<file path="config.mk">
export PLATFORM = sky130hd
export DESIGN_NAME = rr_sweep_arbiter
export DESIGN_NICKNAME = d
export VERILOG_FILES = /design/src/rtl/rr_sweep_arbiter.sv
export SDC_FILE = /design/constraint.sdc
export NUM_CORES = 1
export LEC_CHECK = 0
export ABC_AREA = 0
export CORE_MARGIN = 3
export CORE_UTILIZATION = 45
export DETAILED_ROUTE_END_ITERATION = 8
export MAX_ROUTING_LAYER = met4
export PLACE_DENSITY = 0.68
export SETUP_SLACK_MARGIN = 0.05
export SYNTH_ARGS = -nofsm -noshare
export SYNTH_HDL_FRONTEND = slang
export SYNTH_SLANG_ARGS = --single-unit
</file>
<file path="constraint.sdc">
create_clock -name clk -period 3.5 [get_ports clk]
set_input_delay 0.35 -clock clk [delete_from_list [all_inputs] [get_ports clk]]
set_output_delay 0.35 -clock clk [all_outputs]
set_load 0.01 [all_outputs]
</file>
<file path="src/rtl/rr_sweep_arbiter.sv">
// Round-robin sweep arbiter for the event-camera readout path.
// Grants requesters in ascending index order once per sweep. Each grant is
// registered and held under a valid/ready handshake so the downstream
// address encoder can stall. At the end of a sweep the arbiter either
// parks until enable is re-armed (WRAP_EN=0) or restarts at once (WRAP_EN=1).
module rr_sweep_arbiter #(
    parameter int unsigned NUM_REQ = 8,
    parameter int unsigned ADDR_W  = $clog2(NUM_REQ),
    parameter bit          WRAP_EN = 1'b0
) (
    input  logic               clk,
    input  logic               reset,
    input  logic               enable,
    input  logic [NUM_REQ-1:0] req_i,
    input  logic               gnt_ready_i,
    output logic [NUM_REQ-1:0] gnt_o,
    output logic               gnt_valid_o,
    output logic [ADDR_W-1:0]  add_o,
    output logic               grp_release_o
);

    typedef enum logic [1:0] {
        ST_IDLE  = 2'd0,
        ST_GRANT = 2'd1,
        ST_DONE  = 2'd2
    } state_e;

    // Lowest set index of a request vector (index 0 has highest priority).
    function automatic logic [ADDR_W-1:0] lowest_idx(input logic [NUM_REQ-1:0] vec);
        logic [ADDR_W-1:0] idx;
        idx = '0;
        for (int i = NUM_REQ - 1; i >= 0; i--) begin
            if (vec[i]) begin
                idx = ADDR_W'(i);
            end
        end
        return idx;
    endfunction

    // One-hot decode of a binary index; kept in step with add_o by construction.
    function automatic logic [NUM_REQ-1:0] onehot(input logic [ADDR_W-1:0] idx);
        logic [NUM_REQ-1:0] oh;
        oh = '0;
        for (int i = 0; i < NUM_REQ; i++) begin
            oh[i] = (ADDR_W'(i) == idx);
        end
        return oh;
    endfunction

    // Mask with every bit strictly above idx set: what is still eligible
    // in the current sweep after idx has been served.
    function automatic logic [NUM_REQ-1:0] above_mask(input logic [ADDR_W-1:0] idx);
        logic [NUM_REQ-1:0] m;
        m = '0;
        for (int i = 0; i < NUM_REQ; i++) begin
            m[i] = (ADDR_W'(i) > idx);
        end
        return m;
    endfunction

    state_e             state_q, state_d;
    logic [NUM_REQ-1:0] mask_q,  mask_d;
    logic [NUM_REQ-1:0] gnt_q,   gnt_d;
    logic [ADDR_W-1:0]  add_q,   add_d;
    logic               valid_q, valid_d;
    logic               rel_q,   rel_d;

    logic [NUM_REQ-1:0] mreq_s;
    logic [NUM_REQ-1:0] nmask_s;
    logic [NUM_REQ-1:0] nreq_s;
    logic [ADDR_W-1:0]  sel_idx_s;
    logic [ADDR_W-1:0]  nsel_idx_s;

    // Candidate selections for a fresh grant and for a back-to-back grant.
    always_comb begin
        mreq_s     = req_i & mask_q;
        nmask_s    = above_mask(add_q);
        nreq_s     = req_i & nmask_s;
        sel_idx_s  = lowest_idx(mreq_s);
        nsel_idx_s = lowest_idx(nreq_s);
    end

    // Next-state and output-register logic of the sweep FSM.
    always_comb begin
        state_d = state_q;
        mask_d  = mask_q;
        gnt_d   = gnt_q;
        add_d   = add_q;
        valid_d = valid_q;
        rel_d   = 1'b0;

        case (state_q)
            ST_IDLE: begin
                if (!enable) begin
                    mask_d = '1;
                end else if (mreq_s != '0) begin
                    gnt_d   = onehot(sel_idx_s);
                    add_d   = sel_idx_s;
                    valid_d = 1'b1;
                    state_d = ST_GRANT;
                end else begin
                    state_d = ST_IDLE;
                end
            end

            ST_GRANT: begin
                // The grant is held (req_i ignored) until it is accepted.
                if (valid_q && gnt_ready_i) begin
                    if (!enable) begin
                        gnt_d   = '0;
                        add_d   = '0;
                        valid_d = 1'b0;
                        mask_d  = '1;
                        state_d = ST_IDLE;
                    end else if (nreq_s != '0) begin
                        mask_d  = nmask_s;
                        gnt_d   = onehot(nsel_idx_s);
                        add_d   = nsel_idx_s;
                        valid_d = 1'b1;
                    end else begin
                        gnt_d   = '0;
                        add_d   = '0;
                        valid_d = 1'b0;
                        rel_d   = 1'b1;
                        if (WRAP_EN) begin
                            mask_d  = '1;
                            state_d = ST_IDLE;
                        end else begin
                            mask_d  = '0;
                            state_d = ST_DONE;
                        end
                    end
                end else begin
                    state_d = ST_GRANT;
                end
            end

            ST_DONE: begin
                // Parked: no grants until enable drops to re-arm the sweep.
                if (!enable) begin
                    mask_d  = '1;
                    state_d = ST_IDLE;
                end else begin
                    state_d = ST_DONE;
                end
            end

            default: begin
                gnt_d   = '0;
                add_d   = '0;
                valid_d = 1'b0;
                mask_d  = '1;
                state_d = ST_IDLE;
            end
        endcase
    end

    // State and grant registers; reset clears outputs immediately.
    always_ff @(posedge clk or posedge reset) begin
        if (reset) begin
            state_q <= ST_IDLE;
            mask_q  <= '1;
            gnt_q   <= '0;
            add_q   <= '0;
            valid_q <= 1'b0;
            rel_q   <= 1'b0;
        end else begin
            state_q <= state_d;
            mask_q  <= mask_d;
            gnt_q   <= gnt_d;
            add_q   <= add_d;
            valid_q <= valid_d;
            rel_q   <= rel_d;
        end
    end

    assign gnt_o         = gnt_q;
    assign add_o         = add_q;
    assign gnt_valid_o   = valid_q;
    assign grp_release_o = rel_q;

endmodule

</file>
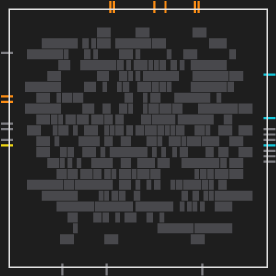
**Above:** ports around the boundary.
(4 px per um) Pins as bars across the die edge, other pins in gray.
Key: orange = gnt_o [pins 8, direction output, edge 6 north, 2 west]; cyan = add_o [pins 3, direction output, edge east]; yellow = enable [pins 1, direction input, edge west]
height of the die: 64.10 um
port bufs: 24
die width: 64.10 um

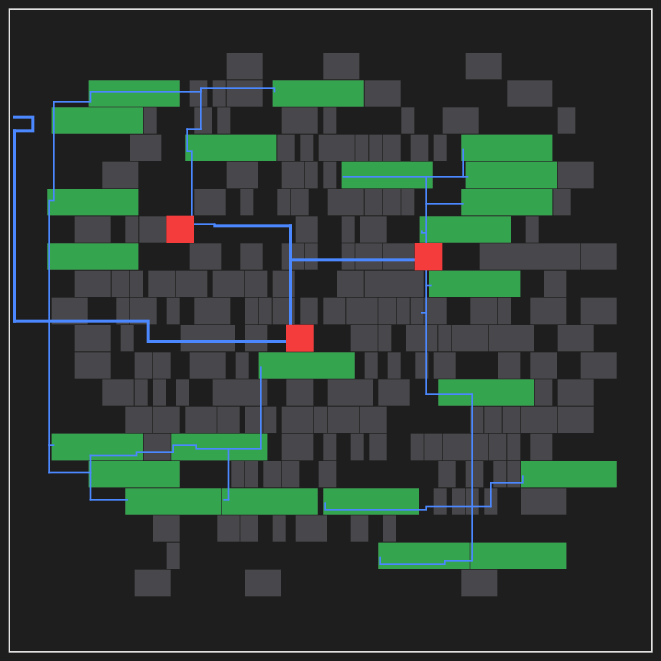
**Above:** clock network drawn from the DEF.
(10 px per um)
Key: blue = clock wires [length 313 um]; green = flip-flops [count 23]; red = clock-net drivers [count 3]
There are 4 routed clock nets.
Clock Power Share: 10.5%
Setup Skew: 0.002982 ns
Insertion Delay late pin: 0.31 ns
clock-net power: 0.126 mW

==> impl.org <==
#+TITLE: Flow metrics

** Clocking
- Looking at the clock tree report, the H-tree level count equals 1.
- Number of buffers added by the clock tree synthesis step :: 3
- After clock tree synthesis, the clock-pin slew on the worst setup and hold paths is 0.13 ns.
- Buffers from clock root to sink, at most :: 2
- The post-CTS hold buffer count recorded in the log is 0.

** Logic synthesis
- Synthesis handed over a netlist of 173 instances.
- The average instance in the mapped netlist occupies 8.780 um2.
- Mapped Nets :: 185
- Netlist area before placement :: 1519 um2
- Per the synth stats, the flop cell with the highest instance count is dfrtp_1.
- The synthesis stat section lists a flop and latch total of 23.

** Die
- Fp_density :: 48.56%
- The core region is 3128 um2.
- The floorplan step defined a die boundary enclosing 4109 um2.

** Layout
- Among logic cells in the layout, the one with the most instances is nand2_1.
- Count of fill cells added during filler insertion :: 298
- Antenna Cells :: 0
- Summing all multi-input logic gate instances after layout gives 863.3 um2.
- Footprint of the flip-flops and latches :: 585.6 um2
- Number of nets in the final layout :: 209

** Timing
- Max-slew check failures listed in the final report amount to 0.
- The worst path in the final design needs a cycle of 2.046 ns, including I/O delays and setup.
- Per the timing report, the achievable frequency comes out to 488.8 MHz.
- Across all hold checks on the routed design, the worst slack comes to 0.5019 ns.

** Worst setup path
- For the worst setup path, the data arrival time is 2.25 ns.
- Category of the most critical setup path :: reg -> reg
- CP Data Required Time :: 3.71 ns
- CP Launch Type :: flip-flop

** Route
- First-iteration detailed-routing DRC count :: 123
- Total DRC errors in the routed layout :: 0
- Number of search-and-repair iterations in the first detailed-routing pass :: 4

** Flow run
- OpenROAD emitted warnings numbering 26.

** Placed design
- Placed cells :: 236
- After its last routability iteration, the placer logged a weighted congestion of 0.9584.

** Status
- Outcome :: finished clean
## kinds of logic after synthesis
group                  after synthesis  synth area share [%]
AND/OR/NAND/NOR                     72                 22.41
AND-OR/OR-AND                       64                 33.77
flip-flops                          23                 38.55
buffers and inverters               13                 4.613
multiplexers                         1                0.6590
## report_power, final
group / leakage (nW) / internal, mW / switching (mW) / total, mW
Sequential: 0.283 / 0.364 / 0.110 / 0.474
Combinational: 0.410 / 0.270 / 0.326 / 0.596
Clock: 0.0150 / 0.0446 / 0.0810 / 0.126
## path summary, 6_finish.rpt
kind,startpoint,endpoint,slack [ns],cells past startpoint
setup / recovery,add_o[2],add_o[0],1.45,6
hold / removal,gnt_o[0],gnt_o[0],0.50,2
setup reg to reg,add_o[2],add_o[0],1.45,6
hold reg to reg,gnt_o[0],gnt_o[0],0.50,2
max in group asynchronous,reset,gnt_o[7],2.45,2
min in group asynchronous,reset,state_q[0],0.51,2
## critical path: stages, from the launching register on
cell	delay, ns
dfrtp_1	0.71
nor2b_1	0.10
o21ai_1	0.39
and2_4	0.25
nand2_1	0.15
a31oi_1	0.22
o21ai_1	0.11
## registers in the layout (all words and copies together) (netlist names)
| register | count |
|---|---|
| add_o | 3 |
| gnt_o | 8 |
| gnt_valid_o | 1 |
| grp_release_o | 1 |
| mask_q | 8 |
| state_q | 2 |
## layer usage
layer / wire length [um] / global-route usage, % / vias to the layer above
met2: 1838 / 33.81 / 48
met1: 1720 / 27.95 / 642
li1: - / - / 677
met4: 44 / 5.013 / 0
met3: 243 / 5.097 / 7
met5: 0 / - / -
## cells in the mapped netlist (all sizes together), types with 2 or more instances
library cell  number  area, um2
dfrtp             15      375.4
a2bb2oi            2      17.52
nor2b              5      33.78
a21boi             2      15.01
a221o              2      20.02
nand4              2      12.51
nand2             33      131.4
o21ai             12      63.81
inv                7      26.28
buf                6      43.79
and2               5      36.29
a22oi              3      32.53
a21o               2      15.01
o22a               2      17.52
a21oi             17      103.9
dfstp              8      210.2
o21a               3      22.52
a32oi              3      26.28
o221ai             2      23.77
nor2              17      63.81
a221oi             2      23.77
or2b               2      15.01
a31oi              3      25.02
nand2b             2      12.51
nand3              4      20.02
## per-stage QoR
step	power (mW)	instance area (um2)	util, %
final	1.195	1804	57.68
after global placement	1.059	1778	56.84
after CTS	1.196	1804	57.68
after global routing	1.290	1804	57.68
after floorplan	0.8731	1519	-
after detailed placement	1.068	1778	56.84
## final cells by class
type	instances	area share (%)
Clock buffer	4	1.456
Inverter	7	1.456
Multi-Input combinational cell	137	47.85
Sequential cell	23	32.45
Tap cell	44	3.051
Timing Repair Buffer	25	13.73
No activity file was given, so power comes from the tool's default toggle rates.
